Figure 1. Routing congestion.
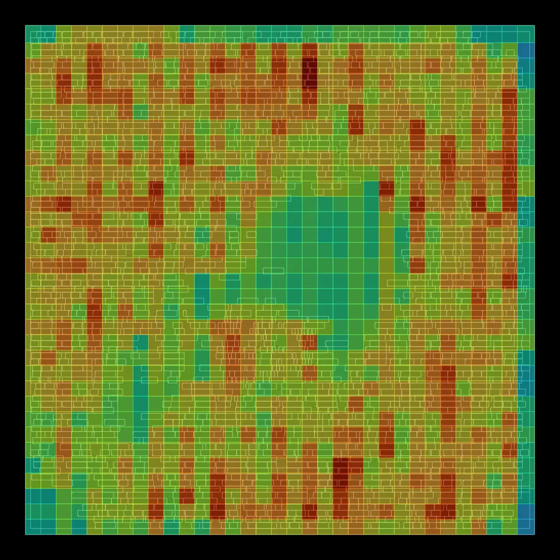
Figure 2. Close-up of the layout.
Window x 102 to 127, y 56 to 81 um. Cells in gray, sequential cells in the stronger gray; small squares are vias.
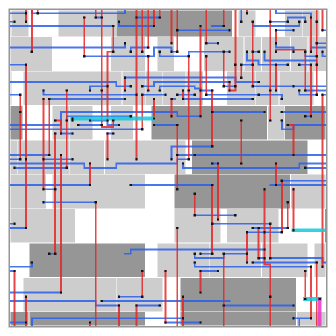
Figure 3. Pin map.
Scale: 2 px per um. Pins as bars across the die edge, other pins in gray.
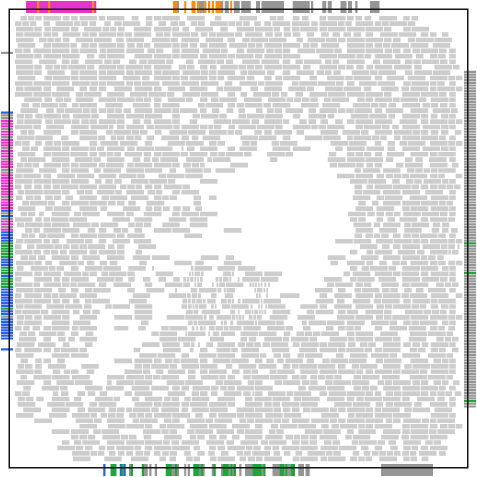
### src/rtl/spi_cmd_pkg.sv
// Shared constants, field layout, receiver state encoding and CRC-8 helper for spi_cmd_rx.
package spi_cmd_pkg;

   localparam logic [7:0] OP_CMD     = 8'hA1;
   localparam logic [7:0] OP_TIME    = 8'hB2;
   localparam int         CMD_BYTES  = 43;
   localparam int         TIME_BYTES = 8;
   localparam logic [7:0] CRC_POLY   = 8'h07;

   // LSB positions inside the shadow register once a full command payload has been shifted in
   localparam int OFS_FREQ   = 296;
   localparam int OFS_STEP   = 248;
   localparam int OFS_RATE   = 216;
   localparam int OFS_TSTART = 152;
   localparam int OFS_NIMP   = 136;
   localparam int OFS_TYPE   = 128;
   localparam int OFS_TI     = 96;
   localparam int OFS_TP     = 64;
   localparam int OFS_TB1    = 32;
   localparam int OFS_TB2    = 0;
   localparam int OFS_TINIT  = 0;

   typedef enum logic [2:0] {
      ST_IDLE,
      ST_OPCODE,
      ST_PAYLOAD,
      ST_DISCARD,
      ST_COMMIT
   } rx_state_t;

   function automatic logic [7:0] crc8_update(input logic [7:0] crc, input logic [7:0] data);
      logic [7:0] c;
      c = crc ^ data;
      for (int i = 0; i < 8; i++)
         c = c[7] ? ((c << 1) ^ CRC_POLY) : (c << 1);
      return c;
   endfunction

endpackage

### src/rtl/spi_in_sync.sv
// Two-flop synchronisers for the SPI pins plus SCK-rise and CS_N edge detection in the CLK domain.
module spi_in_sync (
   input  logic clk,
   input  logic rst,
   input  logic sck,
   input  logic cs_n,
   input  logic mosi,
   output logic sck_rise,
   output logic cs_rise,
   output logic cs_fall,
   output logic mosi_s
);

   logic [2:0] sck_q;
   logic [2:0] cs_q;
   logic [1:0] mosi_q;

   // Reset to the "CS_N low" level so a frame already in progress at release shows no falling edge.
   always_ff @(posedge clk or posedge rst) begin
      if (rst) begin
         sck_q  <= '0;
         cs_q   <= '0;
         mosi_q <= '0;
      end else begin
         sck_q  <= {sck_q[1:0], sck};
         cs_q   <= {cs_q[1:0], cs_n};
         mosi_q <= {mosi_q[0], mosi};
      end
   end

   assign sck_rise = sck_q[1] & ~sck_q[2];
   assign cs_rise  = cs_q[1] & ~cs_q[2];
   assign cs_fall  = ~cs_q[1] & cs_q[2];
   assign mosi_s   = mosi_q[1];

endmodule

### src/rtl/spi_cmd_rx.sv
// SPI slave receiving 0xA1 command / 0xB2 time frames and presenting them atomically to wcm.
// Define SPI_CRC_EN to require and check a trailing CRC-8 byte on every frame.
module spi_cmd_rx #(
   parameter int CMD_BYTES  = spi_cmd_pkg::CMD_BYTES,
   parameter int TIME_BYTES = spi_cmd_pkg::TIME_BYTES
) (
   input  logic        CLK,
   input  logic        RESET,
   input  logic        SCK,
   input  logic        CS_N,
   input  logic        MOSI,
   input  logic        SYS_TIME_UPDATE_OK,
   output logic [47:0] FREQ,
   output logic [47:0] FREQ_STEP,
   output logic [31:0] FREQ_RATE,
   output logic [63:0] TIME_START,
   output logic [15:0] N_impulse,
   output logic [1:0]  TYPE_impulse,
   output logic [31:0] Interval_Ti,
   output logic [31:0] Interval_Tp,
   output logic [31:0] Tblank1,
   output logic [31:0] Tblank2,
   output logic        SPI_WR,
   output logic [63:0] TIME_INIT,
   output logic        SYS_TIME_UPDATE,
   output logic        FRAME_ERR
);
   import spi_cmd_pkg::*;

   localparam int SH_W = CMD_BYTES * 8;
`ifdef SPI_CRC_EN
   localparam int CRC_BYTES = 1;
`else
   localparam int CRC_BYTES = 0;
`endif
   localparam logic [5:0] PAY_CMD  = 6'(CMD_BYTES);
   localparam logic [5:0] PAY_TIME = 6'(TIME_BYTES);
   localparam logic [5:0] LEN_CMD  = 6'(CMD_BYTES + CRC_BYTES);
   localparam logic [5:0] LEN_TIME = 6'(TIME_BYTES + CRC_BYTES);

   logic            sck_rise, cs_rise, cs_fall, mosi_s;
   rx_state_t       state, nxt;
   logic [6:0]      byte_sr;
   logic [7:0]      cur_byte;
   logic [2:0]      bit_cnt;
   logic [5:0]      byte_cnt;
   logic            is_cmd, is_time;
   logic [SH_W-1:0] shadow;
   logic [5:0]      pay_len, frame_len;
   logic            len_ok, crc_ok;
   logic            commit_cmd, commit_time, reject;
   logic            wr_pend;
   logic            unused_type_bits;

   spi_in_sync u_sync (
      .clk      (CLK),
      .rst      (RESET),
      .sck      (SCK),
      .cs_n     (CS_N),
      .mosi     (MOSI),
      .sck_rise (sck_rise),
      .cs_rise  (cs_rise),
      .cs_fall  (cs_fall),
      .mosi_s   (mosi_s)
   );

   assign cur_byte  = {byte_sr, mosi_s};
   assign pay_len   = is_cmd ? PAY_CMD : PAY_TIME;
   assign frame_len = is_cmd ? LEN_CMD : LEN_TIME;
   assign len_ok    = (bit_cnt == 3'd0) && (byte_cnt == frame_len);
   assign unused_type_bits = ^shadow[OFS_TYPE+2 +: 6];

`ifdef SPI_CRC_EN
   logic [7:0] crc_run, crc_rx;
   assign crc_ok = (crc_run == crc_rx);
`else
   assign crc_ok = 1'b1;
`endif

   always_ff @(posedge CLK or posedge RESET) begin
      if (RESET) state <= ST_IDLE;
      else       state <= nxt;
   end

   always_comb begin
      nxt         = state;
      commit_cmd  = 1'b0;
      commit_time = 1'b0;
      reject      = 1'b0;
      case (state)
         ST_IDLE:    if (cs_fall) nxt = ST_OPCODE;
         ST_OPCODE:
            if (cs_rise) nxt = ST_COMMIT;
            else if (sck_rise && bit_cnt == 3'd7)
               nxt = (cur_byte == OP_CMD || cur_byte == OP_TIME) ? ST_PAYLOAD : ST_DISCARD;
         ST_PAYLOAD: if (cs_rise) nxt = ST_COMMIT;
         ST_DISCARD: if (cs_rise) nxt = ST_COMMIT;
         ST_COMMIT: begin
            nxt = ST_IDLE;
            if (is_cmd && len_ok && crc_ok)       commit_cmd  = 1'b1;
            else if (is_time && len_ok && crc_ok) commit_time = 1'b1;
            else                                  reject      = 1'b1;
         end
         default:    nxt = ST_IDLE;
      endcase
   end

   // Deserialiser: opcode byte sets the frame kind, payload bytes land in the shadow register,
   // anything past the payload (the CRC byte, or overrun) is only counted.
   always_ff @(posedge CLK or posedge RESET) begin
      if (RESET) begin
         byte_sr  <= '0;
         bit_cnt  <= '0;
         byte_cnt <= '0;
         is_cmd   <= 1'b0;
         is_time  <= 1'b0;
         shadow   <= '0;
`ifdef SPI_CRC_EN
         crc_run  <= '0;
         crc_rx   <= '0;
`endif
      end else if (state == ST_IDLE && cs_fall) begin
         bit_cnt  <= '0;
         byte_cnt <= '0;
         is_cmd   <= 1'b0;
         is_time  <= 1'b0;
      end else if (sck_rise && (state == ST_OPCODE || state == ST_PAYLOAD)) begin
         byte_sr <= cur_byte[6:0];
         bit_cnt <= bit_cnt + 3'd1;
         if (state == ST_OPCODE) begin
            if (bit_cnt == 3'd7) begin
               is_cmd  <= (cur_byte == OP_CMD);
               is_time <= (cur_byte == OP_TIME);
`ifdef SPI_CRC_EN
               crc_run <= crc8_update(8'h00, cur_byte);
`endif
            end
         end else begin
            if (byte_cnt < pay_len) shadow <= {shadow[SH_W-2:0], mosi_s};
            if (bit_cnt == 3'd7) begin
               if (byte_cnt != 6'h3f) byte_cnt <= byte_cnt + 6'd1;
`ifdef SPI_CRC_EN
               if (byte_cnt < pay_len) crc_run <= crc8_update(crc_run, cur_byte);
               else                    crc_rx  <= cur_byte;
`endif
            end
         end
      end
   end

   always_ff @(posedge CLK or posedge RESET) begin
      if (RESET) begin
         FREQ            <= '0;
         FREQ_STEP       <= '0;
         FREQ_RATE       <= '0;
         TIME_START      <= '0;
         N_impulse       <= '0;
         TYPE_impulse    <= '0;
         Interval_Ti     <= '0;
         Interval_Tp     <= '0;
         Tblank1         <= '0;
         Tblank2         <= '0;
         TIME_INIT       <= '0;
         wr_pend         <= 1'b0;
         SPI_WR          <= 1'b0;
         FRAME_ERR       <= 1'b0;
         SYS_TIME_UPDATE <= 1'b0;
      end else begin
         if (commit_cmd) begin
            FREQ         <= shadow[OFS_FREQ   +: 48];
            FREQ_STEP    <= shadow[OFS_STEP   +: 48];
            FREQ_RATE    <= shadow[OFS_RATE   +: 32];
            TIME_START   <= shadow[OFS_TSTART +: 64];
            N_impulse    <= shadow[OFS_NIMP   +: 16];
            TYPE_impulse <= shadow[OFS_TYPE   +: 2];
            Interval_Ti  <= shadow[OFS_TI     +: 32];
            Interval_Tp  <= shadow[OFS_TP     +: 32];
            Tblank1      <= shadow[OFS_TB1    +: 32];
            Tblank2      <= shadow[OFS_TB2    +: 32];
         end
         if (commit_time) TIME_INIT <= shadow[OFS_TINIT +: 64];
         // Strobe trails the field load so wcm always sees settled fields.
         wr_pend   <= commit_cmd;
         SPI_WR    <= wr_pend;
         FRAME_ERR <= reject;
         if (commit_time)             SYS_TIME_UPDATE <= 1'b1;
         else if (SYS_TIME_UPDATE_OK) SYS_TIME_UPDATE <= 1'b0;
      end
   end

endmodule
### config.mk
export PLATFORM = sky130hd
export DESIGN_NAME = spi_cmd_rx
export DESIGN_NICKNAME = d
export VERILOG_FILES = /design/src/rtl/spi_cmd_pkg.sv /design/src/rtl/spi_in_sync.sv /design/src/rtl/spi_cmd_rx.sv
export SDC_FILE = /design/constraint.sdc
export NUM_CORES = 1
export LEC_CHECK = 0
export CORE_MARGIN = 2
export CORE_UTILIZATION = 58
export CTS_BUF_LIST = sky130_fd_sc_hd__clkbuf_8 sky130_fd_sc_hd__clkbuf_16
export CTS_CLUSTER_SIZE = 10
export DETAILED_ROUTE_END_ITERATION = 7
export PLACE_DENSITY = 0.84
export SLEW_MARGIN = 20
export SYNTH_ARGS = -nofsm -noshare
export SYNTH_HDL_FRONTEND = slang
export SYNTH_SLANG_ARGS = --single-unit
export TNS_END_PERCENT = 5
### constraint.sdc
create_clock -name CLK -period 66.9 [get_ports CLK]
set_input_delay 6.69 -clock CLK [delete_from_list [all_inputs] [get_ports CLK]]
set_output_delay 6.69 -clock CLK [all_outputs]
set_load 0.02 [all_outputs]
==> qor.csv <==
stage;metric;value;unit
detailed_routing;met2 wire len;28.9;mm
cts;Post-CTS Setup Inserts;0;
hold_path;hold path depth;0;
synth;post-synth area from yosys stat;29200;um^2
synth;# Cells Yosys;1725;
floorplan;site row count;82;
outcome;run status;finished clean;
pwr;Internal Power;717;uW
pwr;sw frac;0.212;
synth;number of flops mapped to enable cells by yosys;0;
detailed_routing;TritonRoute pass-1 iters;6;
synth;Cell Area, Synth;29200;um^2
worst_setup_path;Top cell by count, worst path;buf_4;
finish;Comb area share;0.252;
detailed_routing;DRC viols;0;
worst_setup_path;Worst R2R Start;is_cmd;
sta;Slew headroom;0.261;
finish;most common logic cells in the final layout;779 x dfrtp_1, 734 x mux2_2, 410 x clkdlybuf4s50_1;
finish;ratio of cells with drive above 1 in the final layout;0.393;
synth;Post-synth ARST share;1.00;
detailed_routing;met3 wire length;4.42;mm
synth;number of synthesized register bits;779;
floorplan;core area;50000;um^2
synth;Commonest flop;dfrtp_1;
finish;multi-input logic cell count;851;
worst_setup_path;Setup crit start;RESET;
placement;post-place setup slack;55280;ps
run;total tool warning count;36;
floorplan;die area;52200;um^2
worst_setup_path;worst path arrival time;11060;ps
hold_path;Hold Path End;u_sync.cs_q[1];
detailed_routing;final wirelength;59.5;mm
worst_setup_path;CP max stage delay;870;ps
sta;highest clock rate;96.2;MHz
placement;Port-buffer cells;410;
global_routing;grt met1 use;0.301;
sta;Max Clock Skew;24.7;ps
finish;Seq cells;779;
detailed_routing;DR vias/cell;5.54;
synth;Floorplan Nets;1738;
synth;synth unique cells;44;
pwr;Clk power;409;uW
worst_setup_path;CP max-delay cell;buf_4;
worst_setup_path;startpoint type of the worst setup path;primary input;
finish;FILL cells;3054;
synth;mux frac, synth;0.288;
global_routing;Total GRT Usage;0.231;
synth;Largest cells by area;dfrtp_1 67%, mux2_2 28%, buf_6 1.3%, buf_2 0.63%, mux2_1 0.46%;
finish;non-filler cells, final;2837;
## Picture notes: Figure 1
most heavily used metal layer in global routing: met2
Final Util: 0.722
DR WL/cell: 21.0 um
GR Util met2: 0.372

## Picture notes: Figure 2
legend:
  met1:
    color: blue
  met3:
    color: cyan
  met4:
    color: magenta
  met2:
    color: red
sequential cells in the window: 6
cells with their middle in the window: 43
most frequent: nand2_1 (9), dfrtp_1 (6), clkdlybuf4s50_1 (4)

## Picture notes: Figure 3
legend:
  `FREQ_RATE`:
    color: blue
    pins: 32
    direction: output
    edge: 29 west, 3 south
  `TIME_START`:
    color: magenta
    pins: 64
    direction: output
    edge: 35 north, 29 west
  `N_impulse`:
    color: orange
    pins: 16
    direction: output
    edge: north
  `FREQ_STEP`:
    color: green
    pins: 48
    direction: output
    edge: 31 south, 14 west, 3 east
all pins by edge: 124 east, 105 north, 96 south, 86 west

Power is estimated from default activity; no workload was simulated.
